==> run_1/floorplan.png <==
The bar under the picture is 20 microns long. Pins as bars on the die edge.
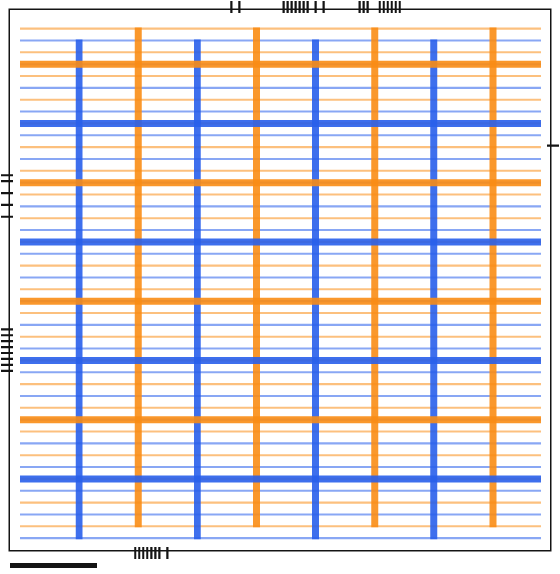
==> run_1/class_map.png <==
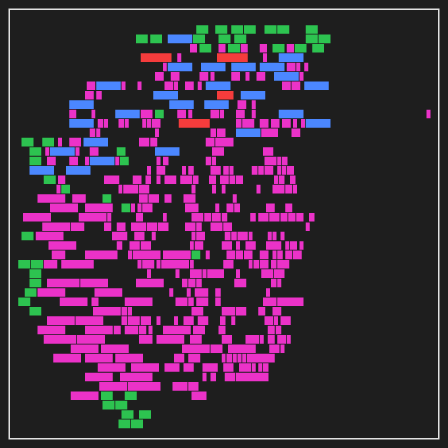
==> run_1/clock_wires.png <==
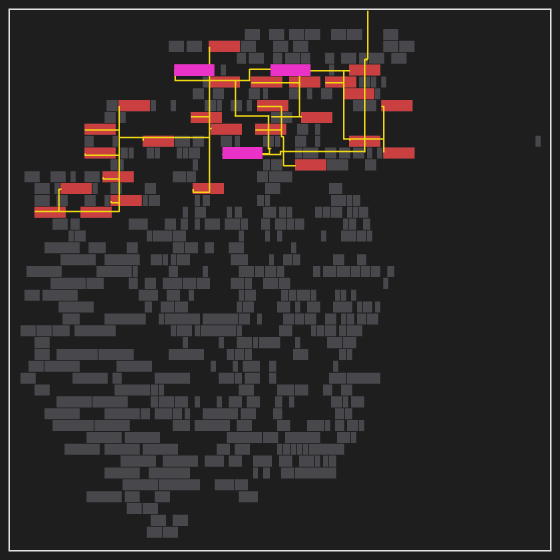
File: src/rtl/rr_arbiter16.sv
// rr_arbiter16 -- round-robin arbiter sharing one downstream resource among
// 16 requesters. The owner keeps the grant until it raises done or drops its
// request; every release is followed by one dead (GAP) cycle before the
// arbiter returns to IDLE and searches again.
//
// Ports:
//   clk          system clock, rising edge
//   reset        synchronous, active-high reset
//   enable       permits new grants (never revokes an existing one)
//   req[15:0]    level-sensitive request lines
//   done         owner finished; only looked at while owning
//   grant[15:0]  registered one-hot grant, or zero
//   grant_id     binary index of the granted requester; holds when idle
//   grant_valid  high exactly when grant != 0
//   timeout      one-cycle pulse in the GAP cycle of a forced release
//
// Build option: define ARB_TIMEOUT_EN to add the hold counter and forced
// release after MAX_HOLD owning cycles. Without it timeout is tied to 0.
module rr_arbiter16 #(
  parameter int MAX_HOLD = 255,
  parameter int CNT_W    = 8
) (
  input  logic        clk,
  input  logic        reset,
  input  logic        enable,
  input  logic [15:0] req,
  input  logic        done,
  output logic [15:0] grant,
  output logic [3:0]  grant_id,
  output logic        grant_valid,
  output logic        timeout
);

  typedef enum logic [1:0] {IDLE, OWN, GAP} state_t;

  state_t      state, state_n;
  logic [3:0]  ptr, ptr_n, gid_n;
  logic [15:0] grant_n;
  logic [3:0]  win, idx;
  logic        found;
  logic        hold_exp;
  logic        rel;

`ifdef ARB_TIMEOUT_EN
  logic [CNT_W-1:0] cnt, cnt_n;
  logic             to_n;
  assign hold_exp = (cnt == CNT_W'(MAX_HOLD - 1));
`else
  assign hold_exp = 1'b0;
  assign timeout  = 1'b0;
  logic unused_cfg;
  assign unused_cfg = (MAX_HOLD == CNT_W);
`endif

  assign grant_valid = |grant;

  // Search starts one past the last owner; the 4-bit add wraps 15 -> 0, and
  // k=16 lands back on ptr itself so a lone repeat requester still wins.
  always_comb begin
    win   = '0;
    idx   = '0;
    found = 1'b0;
    for (int k = 1; k <= 16; k++) begin
      idx = ptr + 4'(k);
      if (!found && req[idx]) begin
        win   = idx;
        found = 1'b1;
      end
    end
  end

  always_comb begin
    state_n = state;
    grant_n = grant;
    gid_n   = grant_id;
    ptr_n   = ptr;
    rel     = done || !req[grant_id] || hold_exp;
`ifdef ARB_TIMEOUT_EN
    cnt_n   = cnt;
    to_n    = 1'b0;
`endif
    case (state)
      IDLE: begin
        if (enable && found) begin
          grant_n = 16'd1 << win;
          gid_n   = win;
          state_n = OWN;
`ifdef ARB_TIMEOUT_EN
          cnt_n   = '0;
`endif
        end
      end
      OWN: begin
        if (rel) begin
          grant_n = '0;
          ptr_n   = grant_id;
          state_n = GAP;
`ifdef ARB_TIMEOUT_EN
          to_n    = hold_exp;
`endif
        end else begin
`ifdef ARB_TIMEOUT_EN
          cnt_n = cnt + 1'b1;
`endif
        end
      end
      GAP:     state_n = IDLE;
      default: state_n = IDLE;
    endcase
  end

  always_ff @(posedge clk) begin
    if (reset) begin
      state    <= IDLE;
      grant    <= '0;
      grant_id <= '0;
      ptr      <= 4'hF;
`ifdef ARB_TIMEOUT_EN
      cnt      <= '0;
      timeout  <= 1'b0;
`endif
    end else begin
      state    <= state_n;
      grant    <= grant_n;
      grant_id <= gid_n;
      ptr      <= ptr_n;
`ifdef ARB_TIMEOUT_EN
      cnt      <= cnt_n;
      timeout  <= to_n;
`endif
    end
  end

endmodule

File: config.mk
export PLATFORM = sky130hd
export DESIGN_NAME = rr_arbiter16
export DESIGN_NICKNAME = d
export VERILOG_FILES = /design/src/rtl/rr_arbiter16.sv
export SDC_FILE = /design/constraint.sdc
export NUM_CORES = 1
export LEC_CHECK = 0
export CORE_MARGIN = 2
export CORE_UTILIZATION = 25
export CTS_CLUSTER_DIAMETER = 150
export DETAILED_ROUTE_END_ITERATION = 16
export HOLD_SLACK_MARGIN = 0.1
export PLACE_DENSITY = 0.47
export SETUP_SLACK_MARGIN = 0.05
export SYNTH_ARGS = -nofsm -noshare
export SYNTH_HDL_FRONTEND = slang
export SYNTH_SLANG_ARGS = --single-unit
export TNS_END_PERCENT = 30
File: constraint.sdc
create_clock -name clk -period 5.93 [get_ports clk]
set_input_delay 0.8895 -clock clk [delete_from_list [all_inputs] [get_ports clk]]
set_output_delay 0.8895 -clock clk [all_outputs]
set_load 0.05 [all_outputs]
==> flow_summary_export.csv, run 1 <==
group,metric,value,unit
routing,dr.pass1.iters,4,
min_path,min-delay-path-class,"reg2reg",
floorplan,ioPinCount,42,
logic_synthesis,postSynthCellCount,385,
routing,drc,0,
logic_synthesis,numSynthFlops,26,
setup_path,endpoint_kind,"register",
flow_run,drv_cap,0,
timing,finalHoldViolations,0,
timing,max-slew-margin-rel,27.36,%
clock_network,htree_levels,1,
place,place_hpwl,9.268,mm
logic_synthesis,fp_nets,413,
layout,layout_top_cell,"nand2_1",
clock_network,clockBufferDepth,2,
floorplan,fp-row-count,43,
pwr,power.total,1.619,mW
timing,fin_crit,4.701,ns
clock_network,tritoncts,"built",
layout,antenna_cells,0,
routing,routed-via-count,3517,
setup_path,startpoint_type,"input port",
setup_path,critPathSlowestCell,"mux4_2",
global_routing,grt_max_degree,33,
floorplan,die-area,15360,sq um
routing,topRoutingLayerUsed,"met4",
setup_path,path_cells,"clkdlybuf4s50_1 -> mux4_2 -> mux2i_1 -> mux2i_1 -> nor4_2 -> and4_1 -> nand3_1 -> a31oi_1 -> o211ai_1 -> o31ai_1",
routing,wl_met2,5.519,mm
setup_path,critPathArrivalTime,4.87,ns
clock_network,numCtsBuffers,3,
routing,dr_wl_met3,570,microns
floorplan,core_area,13990,sq um
status,run_status,"finished clean",
routing,wl_met1,5.474,mm
logic_synthesis,top_area_share,23.79,%
routing,drt-total-wl,11.99,mm
setup_path,setup.worst_path.class,"in2reg",
clock_network,clk_pin_slew,0.07,ns
setup_path,critical_path.max_fanout,8,
timing,setup_viol,0,
global_routing,gr-usage-met2,24.59,%
place,place_area,4169,sq um
logic_synthesis,netlist_area,3597,sq um
timing,slew_violations,0,
timing,worst_slew_pin_slew,1.087,ns
timing,tns,0,ns
place,place_inst,593,
setup_path,rrSetupSlack,1.32,ns
timing,timing.fmax,0.2127,GHz
logic_synthesis,largest_area_cell,"mux4_2",
About floorplan.png:
colour	net
orange	VDD
blue	VSS
signal pins	42
met4 straps	8
Die Wd: 124.0 microns
worst ir drop on vdd: 0.1374 mV

About class_map.png:
colour	class	cells	share of their area
blue	sequential cells	26	13%
magenta	remaining logic cells	340	74%
red	clock drivers and dummy loads	4	2.2%
green	remaining buffers and delay cells	47	11%

About clock_wires.png:
[yellow] clock wires | length: 361 microns
[red] flip-flops | count: 26
[magenta] clock-net drivers | count: 3
routed clock nets	4
Clock Skews: 0.007029 ns
clock share of power: 10.1%
Clk power: 0.164 mW
clk latency late pin: 0.26 ns

==> run 1: metrics by stage <==
| step | utilization, % | setup slack [ns] |
|---|---|---|
| 6_report | 30.44 | 1.229 |
| 5_1_grt | 30.44 | 0.9026 |
| 4_1_cts | 30.44 | 1.306 |
| 3_5_place_dp | 29.80 | 1.041 |
| 3_3_place_gp | 29.80 | 1.056 |
| 2_1_floorplan | - | 0.8972 |
==> run 1: cells by family (layout without fill, tap and decap cells) <==
group,after synthesis,after routing,share of synthesized area [%]
simple gates,125,125,17.18
compound gates,105,105,21.01
mux,71,71,36.56
buf+inv,36,68,4.731
flops,26,26,14.47
xor+xnor,13,13,3.165
fa+ha+maj,8,8,2.783
other cells,1,1,0.1042
==> run 1: sequential cells by signal (all words and copies together) (netlist names) <==
register,cells
grant,16
grant_id,4
ptr,4
state,2
==> run 1: worst max-delay path: cells and delay by family <==
kind,cells,cell delay (ns)
AND/OR/NAND/NOR,3,1.07
AND-OR/OR-AND,3,0.98
buffers and inverters,1,0.55
multiplexers,3,1.37
==> run 1: where the power goes <==
part	internal (mW)	switching (mW)
logic	0.455	0.765
registers	0.200	0.0356
clock network	0.103	0.0610
total	0.758	0.861
==> run 1: worst paths after layout <==
path	endpoint	cells after the start	startpoint
worst max register to register	grant[2]$_SDFFE_PP0P_	11	ptr[0]$_SDFFE_PP1P_
worst min register to register	grant[13]$_SDFFE_PP0P_	2	grant[13]$_SDFFE_PP0P_
worst min-delay path	grant[13]$_SDFFE_PP0P_	2	grant[13]$_SDFFE_PP0P_
worst max-delay path	grant[2]$_SDFFE_PP0P_	10	req[4]
==> run 1: cell type report <==
class	count	area share [%]
inverters	17	1.499
repair buffers	47	10.64
well taps	180	5.289
flip-flops and latches	26	12.22
multi-input cells	323	68.26
clock buffers	4	2.086
==> run 2, diff against run 1 <==
- PLACE_DENSITY: 0.47 -> 0.48
- clock period: 5.93 -> 3.9 ns (I/O delays scaled with it)
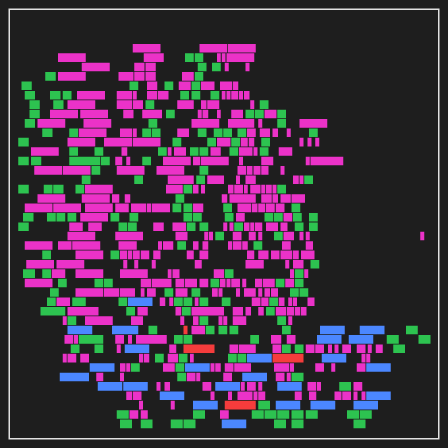
(run_2/class_map.png)
colour	class	cells	share of their area
magenta	remaining logic cells	340	61%
green	remaining buffers and delay cells	172	28%
blue	sequential cells	26	10%
red	clock drivers and dummy loads	4	1.5%
fin area: 5370 sq um
Rows: 43

==> run 2 against run 1 <==
Sequential share of layout area fell by 2.4 points. Wire length is 15% higher. Global-route usage is 2.4 points higher. Die area did not move. Setup slack lost 1.2 ns. Sequential power up 51%. Critical path depth unchanged. Register-to-register slack worse by 1.2 ns. Clock power is 41% higher. Combinational power increased by 110%.
==> flow_summary_export.csv, run 2 <==
group,metric,value,unit
status,run_status,"finished clean",
logic_synthesis,yosys.cell_types.count,68,
timing,worst_slew_pin_slew,0.5522,ns
clock_network,numCtsBuffers,3,
logic_synthesis,numSynthFlops,26,
setup_path,setup.worst_path.class,"reg2reg",
timing,max-slew-margin-rel,62.92,%
floorplan,die_w,124.0,microns
place,place_area,5092,sq um
global_routing,grt_pass1_vias,4044,
setup_path,path_cells,"clkinvlp_4 -> ha_4 -> buf_6 -> mux4_2 -> mux4_2 -> or4_4 -> o311a_4 -> a32o_2 -> or4b_4 -> o31ai_1",
clock_network,htree_levels,1,
place,place_inst,709,
pwr,peakVddDrop,0.2062,mV
routing,dr_wl_met3,552,microns
logic_synthesis,fp_nets,413,
place,place_hpwl,11.29,mm
routing,wl_met1,6.074,mm
timing,finalHoldViolations,0,
setup_path,critPathArrivalTime,4.00,ns
global_routing,grt_first_pass_wirelength,21.67,mm
timing,fin_crit,3.824,ns
setup_path,critPathSlowestCell,"mux4_2",
floorplan,core_area,13990,sq um
floorplan,die_y,124.0,microns
setup_path,critical_path.max_fanout,6,
logic_synthesis,ys_async_sr_fraction,0,%
global_routing,grt_use_met1,24.35,%
timing,skew,0.007673,ns
clock_network,clockBufferDepth,2,
logic_synthesis,netlist_area,3597,sq um
clock_network,tritoncts,"built",
layout,area_growth,49.29,%
timing,finalCritPeriodShare,98.05,%
layout,reg_top3,"grant (16), grant_id (4), ptr (4)",
layout,layout_top_cell,"buf_4",
place,dp_slack,-0.4954,ns
timing,timing.fmax,0.2615,GHz
floorplan,ioPinCount,42,
timing,tns,0,ns
setup_path,endpoint_kind,"register",
layout,max_flop_register,"grant",
routing,wl_met2,6.701,mm
setup_path,required,4.07,ns
logic_synthesis,top_area_share,23.79,%
global_routing,grt_max_degree,25,
place,place_congestion,1.015,
routing,drc,0,
layout,seq_area,525.5,sq um
routing,dr.pass1.iters,5,
timing,rsz0062_at_grt,"yes",
logic_synthesis,synth.cells.most_frequent,"51 x nand2_1, 38 x mux4_2, 27 x nor2_1",
layout,antenna_cells,0,
pwr,power.total,3.123,mW
timing,setup_viol,0,
timing,slew_violations,0,
layout,largest_reg_flops,16,
min_path,min-delay-path-class,"reg2reg",
global_routing,antenna_found_initial,0,
routing,drt-total-wl,13.79,mm
clock_network,hold_buffers,0,
routing,topRoutingLayerUsed,"met4",
timing,whs,0.4725,ns
logic_synthesis,largest_area_cell,"mux4_2",
clock_network,clock_latency,0.26,ns
logic_synthesis,postSynthSeqShare,14.47,%
floorplan,die-area,15360,sq um
logic_synthesis,edf_count,0,
layout,logic_area,3055,sq um
clock_network,clk_pin_slew,0.07,ns
global_routing,grt_overflow_total,0,
logic_synthesis,postSynthCellCount,385,
routing,routed-via-count,3948,
timing,setup_slack,0.07595,ns
place,io_buffer_count,40,
logic_synthesis,ys_cells,385,
setup_path,startpoint_type,"register",
flow_run,drv_cap,0,
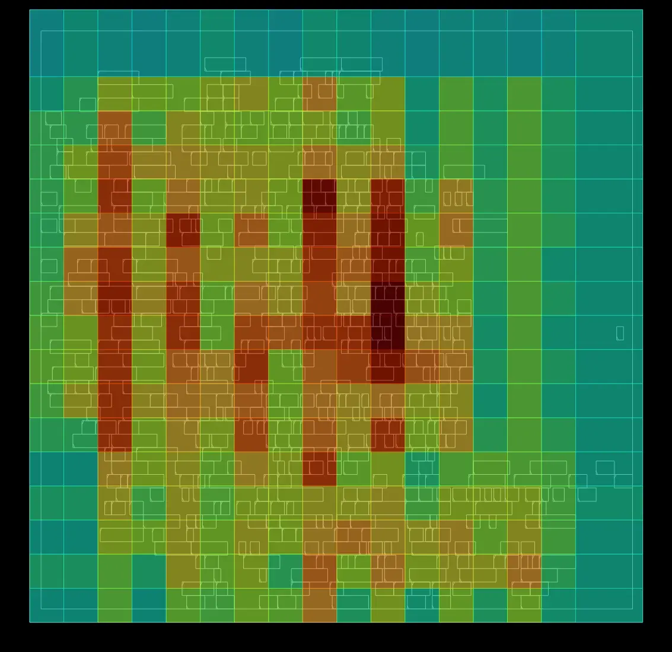
(run_2/congestion_map.png)
GRT met2 Usage: 30.63%
Core Util, Final: 38.39%
grt met3 use: 1.740%
gr usage total: 18.11%

run 2: final cells by class:
class,instances,share of cell area (%)
sequential,26,9.786
clock buffer,4,1.468
inverter,17,1.258
tap,180,4.194
multi-input combinational,323,56.90
timing repair buffer,172,26.40
run 2: cell families (layout without fill, tap and decap cells):
logic type | after synthesis | in the layout | synth area share [%]
AND-OR/OR-AND | 105 | 105 | 21.01
XOR/XNOR | 13 | 13 | 3.165
adder cells (fa/ha/maj) | 8 | 8 | 2.783
buffers and inverters | 36 | 193 | 4.731
flip-flops | 26 | 26 | 14.47
multiplexers | 71 | 71 | 36.56
other | 1 | 1 | 0.1042
AND/OR/NAND/NOR | 125 | 125 | 17.18
run 2: worst paths after layout:
| kind | depth (start not counted) | from | endpoint | slack, ns |
|---|---|---|---|---|
| hold / removal | 2 | grant[12]$_SDFFE_PP0P_ | grant[12]$_SDFFE_PP0P_ | 0.47 |
| setup / recovery | 10 | ptr[1]$_SDFFE_PP1P_ | grant[13]$_SDFFE_PP0P_ | 0.08 |
| setup reg to reg | 10 | ptr[1]$_SDFFE_PP1P_ | grant[13]$_SDFFE_PP0P_ | 0.08 |
| hold reg to reg | 2 | grant[12]$_SDFFE_PP0P_ | grant[12]$_SDFFE_PP0P_ | 0.47 |
run 2: critical path, delay by kind of cell, from the launching register on:
family	cells	cell delay [ns]
DFF	1	0.38
muxes	2	0.89
buffers and inverters	2	0.27
and+or+nand+nor	2	1.03
adders and majority gates	1	0.35
AOI/OAI and AO/OA	3	0.80
run 2: power by group:
| part | total, mW | switching [mW] | internal [mW] |
|---|---|---|---|
| Combinational | 2.54 | 1.35 | 1.18 |
| Sequential | 0.356 | 0.0515 | 0.304 |
| Clock | 0.231 | 0.0912 | 0.140 |
Power figures rest on the tool's default switching activity, not on a simulated workload.
